File: config.mk
export PLATFORM = sky130hd
export DESIGN_NAME = uart_rx_frame
export DESIGN_NICKNAME = d
export VERILOG_FILES = /design/src/rtl/uart_pkg.sv /design/src/rtl/uart_rx_sampler.sv /design/src/rtl/uart_rx_frame.sv
export SDC_FILE = /design/constraint.sdc
export NUM_CORES = 1
export LEC_CHECK = 0
export ABC_AREA = 1
export CORE_MARGIN = 2
export CORE_UTILIZATION = 40
export CTS_CLUSTER_SIZE = 25
export DETAILED_ROUTE_END_ITERATION = 10
export PLACE_DENSITY_LB_ADDON = 0.1
export SLEW_MARGIN = 20
export SYNTH_ARGS = -nofsm -noshare
export SYNTH_HDL_FRONTEND = slang
export SYNTH_SLANG_ARGS = --single-unit
File: constraint.sdc
create_clock -name clk_i -period 3.6 [get_ports clk_i]
set_clock_uncertainty 0.05 [all_clocks]
set_input_delay 0.72 -clock clk_i [delete_from_list [all_inputs] [get_ports clk_i]]
set_output_delay 0.72 -clock clk_i [all_outputs]
set_load 0.1 [all_outputs]
File: src/rtl/uart_pkg.sv
// Shared UART definitions: receiver state encoding, parity encoding, legal oversample ratios
// and the 3-sample majority vote.
package uart_pkg;

    typedef enum logic [2:0] {
        StIdle   = 3'd0,
        StStart  = 3'd1,
        StData   = 3'd2,
        StParity = 3'd3,
        StStop   = 3'd4
    } uart_state_e;

    // Parity type encoding, identical on the TX side.
    localparam logic ParEven = 1'b0;
    localparam logic ParOdd  = 1'b1;

    // Legal oversample ratios.
    localparam int unsigned Prescale8  = 8;
    localparam int unsigned Prescale16 = 16;
    localparam int unsigned Prescale32 = 32;

    function automatic logic majority3(input logic a, input logic b, input logic c);
        return (a & b) | (a & c) | (b & c);
    endfunction

endpackage

File: src/rtl/uart_rx_sampler.sv
// Per-bit oversampling counter and 3-sample majority vote around the bit centre.
module uart_rx_sampler
    import uart_pkg::*;
#(
    parameter int unsigned PrescW = 6
) (
    input  logic              clk_i,
    input  logic              rst_ni,
    input  logic              rx_i,
    input  logic              en_i,
    input  logic [PrescW-1:0] prescale_i,
    output logic              bit_val_o,
    output logic              bit_val_vld_o,
    output logic              bit_end_o
);

    logic [PrescW-1:0] edge_cnt_q, edge_cnt_d;
    logic [PrescW-1:0] half, last;
    logic              s0_q, s1_q;
    logic              bit_val_q, bit_val_vld_q;
    logic              at_s0, at_s1, at_s2;

    assign half  = prescale_i >> 1;
    // An illegal prescale of 0 makes last all ones, so the counter still wraps.
    assign last  = prescale_i - PrescW'(1);
    assign at_s0 = (edge_cnt_q == half - PrescW'(1));
    assign at_s1 = (edge_cnt_q == half);
    assign at_s2 = (edge_cnt_q == half + PrescW'(1));

    assign bit_end_o     = en_i && (edge_cnt_q == last);
    assign bit_val_o     = bit_val_q;
    assign bit_val_vld_o = bit_val_vld_q;

    // Edge counter: runs 0..P-1 while a frame is active, parked at 0 otherwise.
    always_comb begin
        edge_cnt_d = '0;
        if (en_i && !bit_end_o) begin
            edge_cnt_d = edge_cnt_q + PrescW'(1);
        end
    end

    // Counter register.
    always_ff @(posedge clk_i or negedge rst_ni) begin
        if (!rst_ni) begin
            edge_cnt_q <= '0;
        end else begin
            edge_cnt_q <= edge_cnt_d;
        end
    end

    // Capture the two early samples, then register the vote together with the third.
    always_ff @(posedge clk_i or negedge rst_ni) begin
        if (!rst_ni) begin
            s0_q          <= 1'b1;
            s1_q          <= 1'b1;
            bit_val_q     <= 1'b1;
            bit_val_vld_q <= 1'b0;
        end else begin
            bit_val_vld_q <= en_i && at_s2;
            if (en_i && at_s0) begin
                s0_q <= rx_i;
            end
            if (en_i && at_s1) begin
                s1_q <= rx_i;
            end
            if (en_i && at_s2) begin
                bit_val_q <= majority3(s0_q, s1_q, rx_i);
            end
        end
    end

endmodule

File: src/rtl/uart_rx_frame.sv
// UART receiver: frame FSM, data shift register, parity/stop checks and registered result pulses.
module uart_rx_frame
    import uart_pkg::*;
#(
    parameter int unsigned DataWidth = 8,
    parameter int unsigned PrescW    = 6
) (
    input  logic                 clk_i,
    input  logic                 rst_ni,
    input  logic                 rx_in_i,
    input  logic [PrescW-1:0]    prescale_i,
    input  logic                 par_en_i,
    input  logic                 par_typ_i,
    output logic [DataWidth-1:0] p_data_o,
    output logic                 data_valid_o,
    output logic                 par_err_o,
    output logic                 stp_err_o
);

    localparam int unsigned CntW = (DataWidth > 1) ? $clog2(DataWidth) : 1;

    uart_state_e          state_q, state_d;
    logic [CntW-1:0]      bit_cnt_q, bit_cnt_d;
    logic [DataWidth-1:0] shift_q, shift_d;
    logic [PrescW-1:0]    prescale_q, prescale_d;
    logic                 par_en_q, par_en_d;
    logic                 par_typ_q, par_typ_d;
    logic                 par_bad_q, par_bad_d;
    logic                 stp_bad_q, stp_bad_d;
    logic [DataWidth-1:0] p_data_q, p_data_d;
    logic                 data_valid_q, data_valid_d;
    logic                 par_err_q, par_err_d;
    logic                 stp_err_q, stp_err_d;

    logic bit_val, bit_val_vld, bit_end;
    logic start_det;
    logic frame_ok;

    uart_rx_sampler #(
        .PrescW(PrescW)
    ) u_sampler (
        .clk_i        (clk_i),
        .rst_ni       (rst_ni),
        .rx_i         (rx_in_i),
        .en_i         (state_q != StIdle),
        .prescale_i   (prescale_q),
        .bit_val_o    (bit_val),
        .bit_val_vld_o(bit_val_vld),
        .bit_end_o    (bit_end)
    );

    // A start bit abutting the stop bit is taken on the stop exit edge, so back-to-back
    // frames do not slip one cycle per frame.
    assign start_det = ((state_q == StIdle) && !rx_in_i) ||
                       ((state_q == StStop) && bit_end && !rx_in_i);
    assign frame_ok  = !par_bad_q && !stp_bad_q;

    // Next-state, datapath and output-pulse logic.
    always_comb begin
        state_d      = state_q;
        bit_cnt_d    = bit_cnt_q;
        shift_d      = shift_q;
        prescale_d   = prescale_q;
        par_en_d     = par_en_q;
        par_typ_d    = par_typ_q;
        par_bad_d    = par_bad_q;
        stp_bad_d    = stp_bad_q;
        p_data_d     = p_data_q;
        data_valid_d = 1'b0;
        par_err_d    = 1'b0;
        stp_err_d    = 1'b0;

        // Frame configuration is frozen for the whole frame.
        if (start_det) begin
            prescale_d = prescale_i;
            par_en_d   = par_en_i;
            par_typ_d  = par_typ_i;
            par_bad_d  = 1'b0;
            stp_bad_d  = 1'b0;
            bit_cnt_d  = '0;
        end

        unique case (state_q)
            StIdle: begin
                if (!rx_in_i) begin
                    state_d = StStart;
                end
            end
            StStart: begin
                // A high vote means the falling edge was a glitch.
                if (bit_end) begin
                    state_d = bit_val ? StIdle : StData;
                end
            end
            StData: begin
                if (bit_val_vld) begin
                    shift_d = {bit_val, shift_q[DataWidth-1:1]};
                end
                if (bit_end) begin
                    if (bit_cnt_q == CntW'(DataWidth - 1)) begin
                        bit_cnt_d = '0;
                        state_d   = par_en_q ? StParity : StStop;
                    end else begin
                        bit_cnt_d = bit_cnt_q + CntW'(1);
                    end
                end
            end
            StParity: begin
                if (bit_val_vld) begin
                    par_bad_d = (bit_val != (^shift_q ^ par_typ_q));
                end
                if (bit_end) begin
                    state_d = StStop;
                end
            end
            StStop: begin
                if (bit_val_vld) begin
                    stp_bad_d = !bit_val;
                end
                if (bit_end) begin
                    state_d      = rx_in_i ? StIdle : StStart;
                    data_valid_d = frame_ok;
                    par_err_d    = par_bad_q;
                    stp_err_d    = stp_bad_q;
                    if (frame_ok) begin
                        p_data_d = shift_q;
                    end
                end
            end
            default: begin
                state_d = StIdle;
            end
        endcase
    end

    // State and datapath registers.
    always_ff @(posedge clk_i or negedge rst_ni) begin
        if (!rst_ni) begin
            state_q      <= StIdle;
            bit_cnt_q    <= '0;
            shift_q      <= '0;
            prescale_q   <= '0;
            par_en_q     <= 1'b0;
            par_typ_q    <= 1'b0;
            par_bad_q    <= 1'b0;
            stp_bad_q    <= 1'b0;
            p_data_q     <= '0;
            data_valid_q <= 1'b0;
            par_err_q    <= 1'b0;
            stp_err_q    <= 1'b0;
        end else begin
            state_q      <= state_d;
            bit_cnt_q    <= bit_cnt_d;
            shift_q      <= shift_d;
            prescale_q   <= prescale_d;
            par_en_q     <= par_en_d;
            par_typ_q    <= par_typ_d;
            par_bad_q    <= par_bad_d;
            stp_bad_q    <= stp_bad_d;
            p_data_q     <= p_data_d;
            data_valid_q <= data_valid_d;
            par_err_q    <= par_err_d;
            stp_err_q    <= stp_err_d;
        end
    end

    assign p_data_o     = p_data_q;
    assign data_valid_o = data_valid_q;
    assign par_err_o    = par_err_q;
    assign stp_err_o    = stp_err_q;

endmodule

==> images/floorplan.png <==
Scale bar: 20 um. Pins as bars on the die edge. Tap cells in gray.
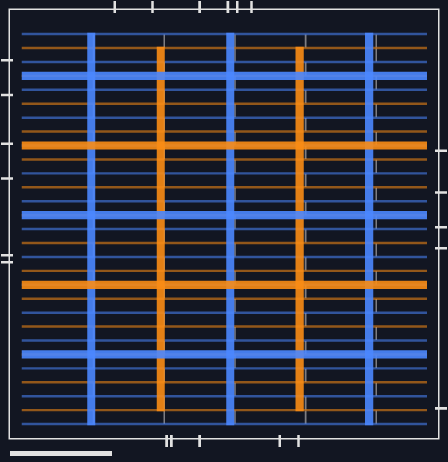
color	net
blue	VSS
orange	VDD
signal pins	22
met4 straps	5
width of the die: 83.6 um
die boundary height: 83.6 um
IR drop worst, VDD: 149 uV

==> flow_summary.toml <==
# generated from flow reports
[cts]
cts_max_level = 2
postCtsResizedCells = 0
cts_inserted_buffers = 5
clk_path_buf_depth = 2
insertion_delay_ns = 0.31
clockRootBuffer = "clkbuf_8"
cts_hold_buf = 0
tritoncts = "done"
cts_setup_buffers = 0
clkSinkCount = 45
clk_pin_slew_ns = 0.10

[placed_design]
place_congestion = 0.876
io_buffers = 21

[yosys]
post-synth-top-area-cell = "dfrtp_1"
mappedNetlistNets = 335
synth_sequential_area_ratio_pct = 44.6
synth_area_in_simple_gates_pct = 29.2
post_synth_inst_count = 317
fa_ha_area_share_pct = 3.46
synth_area_per_cell_um2 = 7.99
mapped_cell_area_um2 = 2530
netlist_logic_family_top = "simple AND/OR/NAND/NOR gates"
synth.cells.most_frequent = "nand2_1, dfrtp_1, inv_1"
netlist.area_leader.share_pct = 41.5
dominantRegCellSynth = "dfrtp_1"
synth_cell_types = 33
post_synthesis_compound_gate_area_fraction_pct = 7.85
synth_flops = 45
synth-area-yosys_um2 = 2530
ys_cells = 317
count_of_flip_flops_with_a_built_in_enable_after_synthesis = 0
ys_warn_count = 0
post_synth_xor_xnor_area_pct = 7.26

[timing]
max-slew-margin-rel_pct = 35.1
slew_at_the_pin_closest_to_its_max_slew_limit_ns = 0.971
totalNegativeSetupSlack_ns = 0
min_period_over_period_pct = 71.5
setup_repair_after_global_routing_missed_its_margin = "no"
hold_viol = 0
setup_viol = 0
max_freq_mhz = 388
finalCriticalPeriod_ns = 2.58

[power]
combinationalPower_w = 0.0000298
power.density_cell_area_nw_per_um2 = 302
sequentialPower_w = 0.000513
total_clock_network_power_w = 0.000329
power.clock.fraction_pct = 37.7
total_power_w = 0.000872
leakagePower_nw = 1.42
power.share.combinational_pct = 3.4
power.group.top = "registers"
p_int_w = 0.000661

[setup_path]
ff2ff_path_depth = 13
setup.worst_path.class = "flip-flop to primary output"
critical_path.cell_chain = "clkdlybuf4s50_1"
critical_path_peak_fanout = 2
critPathCaptureType = "primary output"
timing.critical_path.from_type = "flip-flop"
crit_family = "buffers and inverters"
ff_to_ff_start = "prescale_q[1]"
worst-r2r-setup-slack_ns = 1.40
rr_endpoint = "p_data_o[6]"
setup.worst_path.end = "p_data_o[1]"
arr_time_crit_path_ns = 1.81
critical_path_required_ns = 2.83
critical_path.max_stage_delay_ns = 1.13
cell_with_the_largest_stage_delay_on_the_worst_path = "clkdlybuf4s50_1"
crit_cells = 1
setup.worst_path.start = "p_data_o[1]"
cp.buffers_inverters = 1

[layout]
layout.area.seq_um2 = 1130
filler_cell_count = 621
layout-drive-gt1-share_pct = 9.97
areaGrowthSynthToFinish_pct = 13.9
multi_input_comb_area_um2 = 1210
final_nets = 358

[routing]
detailed_router_iteration_count_before_antenna_repair = 4
wire_per_inst_um = 12.3
antenna_violating_nets_post_route = 0
initialDrtViolationCount = 159
routed_wl_um = 5110
via_per_inst = 4.77
route.top_layer_used = "met4"
met3WireLength_um = 194
drc = 0
routedLengthMet1_um = 2670

[grt]
first_global_vias = 1837
gr_util_met1_pct = 23.1
global_route.usage.total_pct = 15.7
grt_pass1_wl_um = 8890
maximum_number_of_pins_on_one_net_before_global_route_repair = 46
antenna_found_initial = 0
grt_overflow = 0
grtUsageMet3_pct = 3.36
globalRoute.busiestLayer = "met1"

[die]
floorplan.initialDensity_pct = 42.0
fp.dieArea_um2 = 6990
io-pin-count = 22
rows = 28

[run]
maxCapViolCount = 0

[status]
status = "complete, no violations"
==> images/class_map.png <==
Scale bar: 20 um.
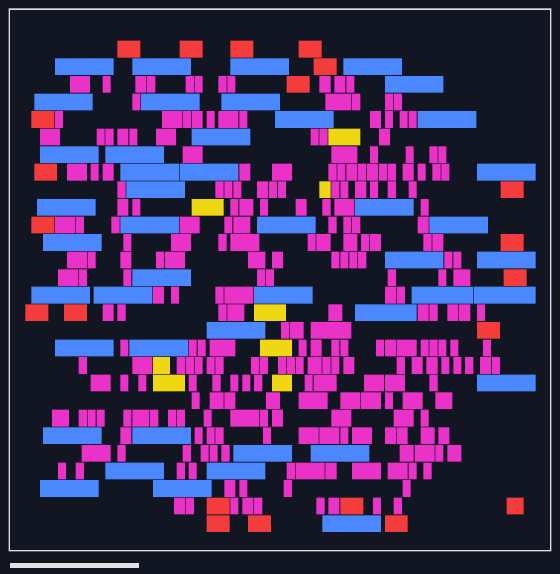
color	class	cells	share of their area
red	remaining buffers and delay cells	21	7.4%
magenta	remaining logic cells	267	49%
yellow	clock drivers and dummy loads	8	3.2%
blue	sequential cells	45	40%
final core utilization: 47.9%
standard cell core area: 6030 um^2

## cell type report
| class | instances | area share [%] |
|---|---|---|
| multi-input combinational | 226 | 42.0 |
| clock inverter | 3 | 0.737 |
| inverter | 41 | 5.33 |
| timing repair buffer | 21 | 7.20 |
| tap | 75 | 3.25 |
| clock buffer | 5 | 2.38 |
| sequential | 45 | 39.1 |
## through the flow
| stage | util [%] | cells | hold slack, ns | instance area (um^2) | setup WS, ns |
|---|---|---|---|---|---|
| after floorplan | - | 317 | 0.374 | 2530 | 1.67 |
| after global placement | 46.4 | 408 | 0.418 | 2790 | 1.35 |
| after detailed placement | 46.4 | 408 | 0.423 | 2790 | 1.36 |
| after CTS | 47.9 | 416 | 0.446 | 2880 | 1.01 |
| after global routing | 47.9 | 416 | 0.397 | 2890 | 0.962 |
| final | 47.9 | 416 | 0.347 | 2890 | 1.02 |
## layout by cell type (no fill, tap or decap)
cell type         n
nor4b_1           1
nand2_4           2
clkdlybuf4s50_1  20
ha_1              7
clkinvlp_4        1
xnor2_1           7
nand2_2           3
nor3_2            1
nand2_1          90
nand3_1          17
clkinv_2          1
nand3_4           1
or2_2             1
nand4_1           4
nor2_1           32
nor3b_1           3
dfrtp_1          42
a21oi_2           1
o21a_1            1
dfstp_2           3
buf_4             1
nor2_2            1
clkbuf_8          5
inv_2             4
nand3b_1          3
inv_1            37
o21ai_0          13
o21ai_2           7
xor2_1           14
and2_1            1
nor2_4            1
a21oi_1          10
nor3_1            4
inv_6             1
o22ai_1           1
## sequential cells by signal, summed over array words and instances, names as in the netlist, 3 cells and up
name / cells
bit_cnt_q: 3
p_data_o: 8
state_q: 3
shift_q: 8
prescale_q: 6
u_sampler.edge_cnt_q: 6
No activity file was given, so power comes from the tool's default toggle rates.
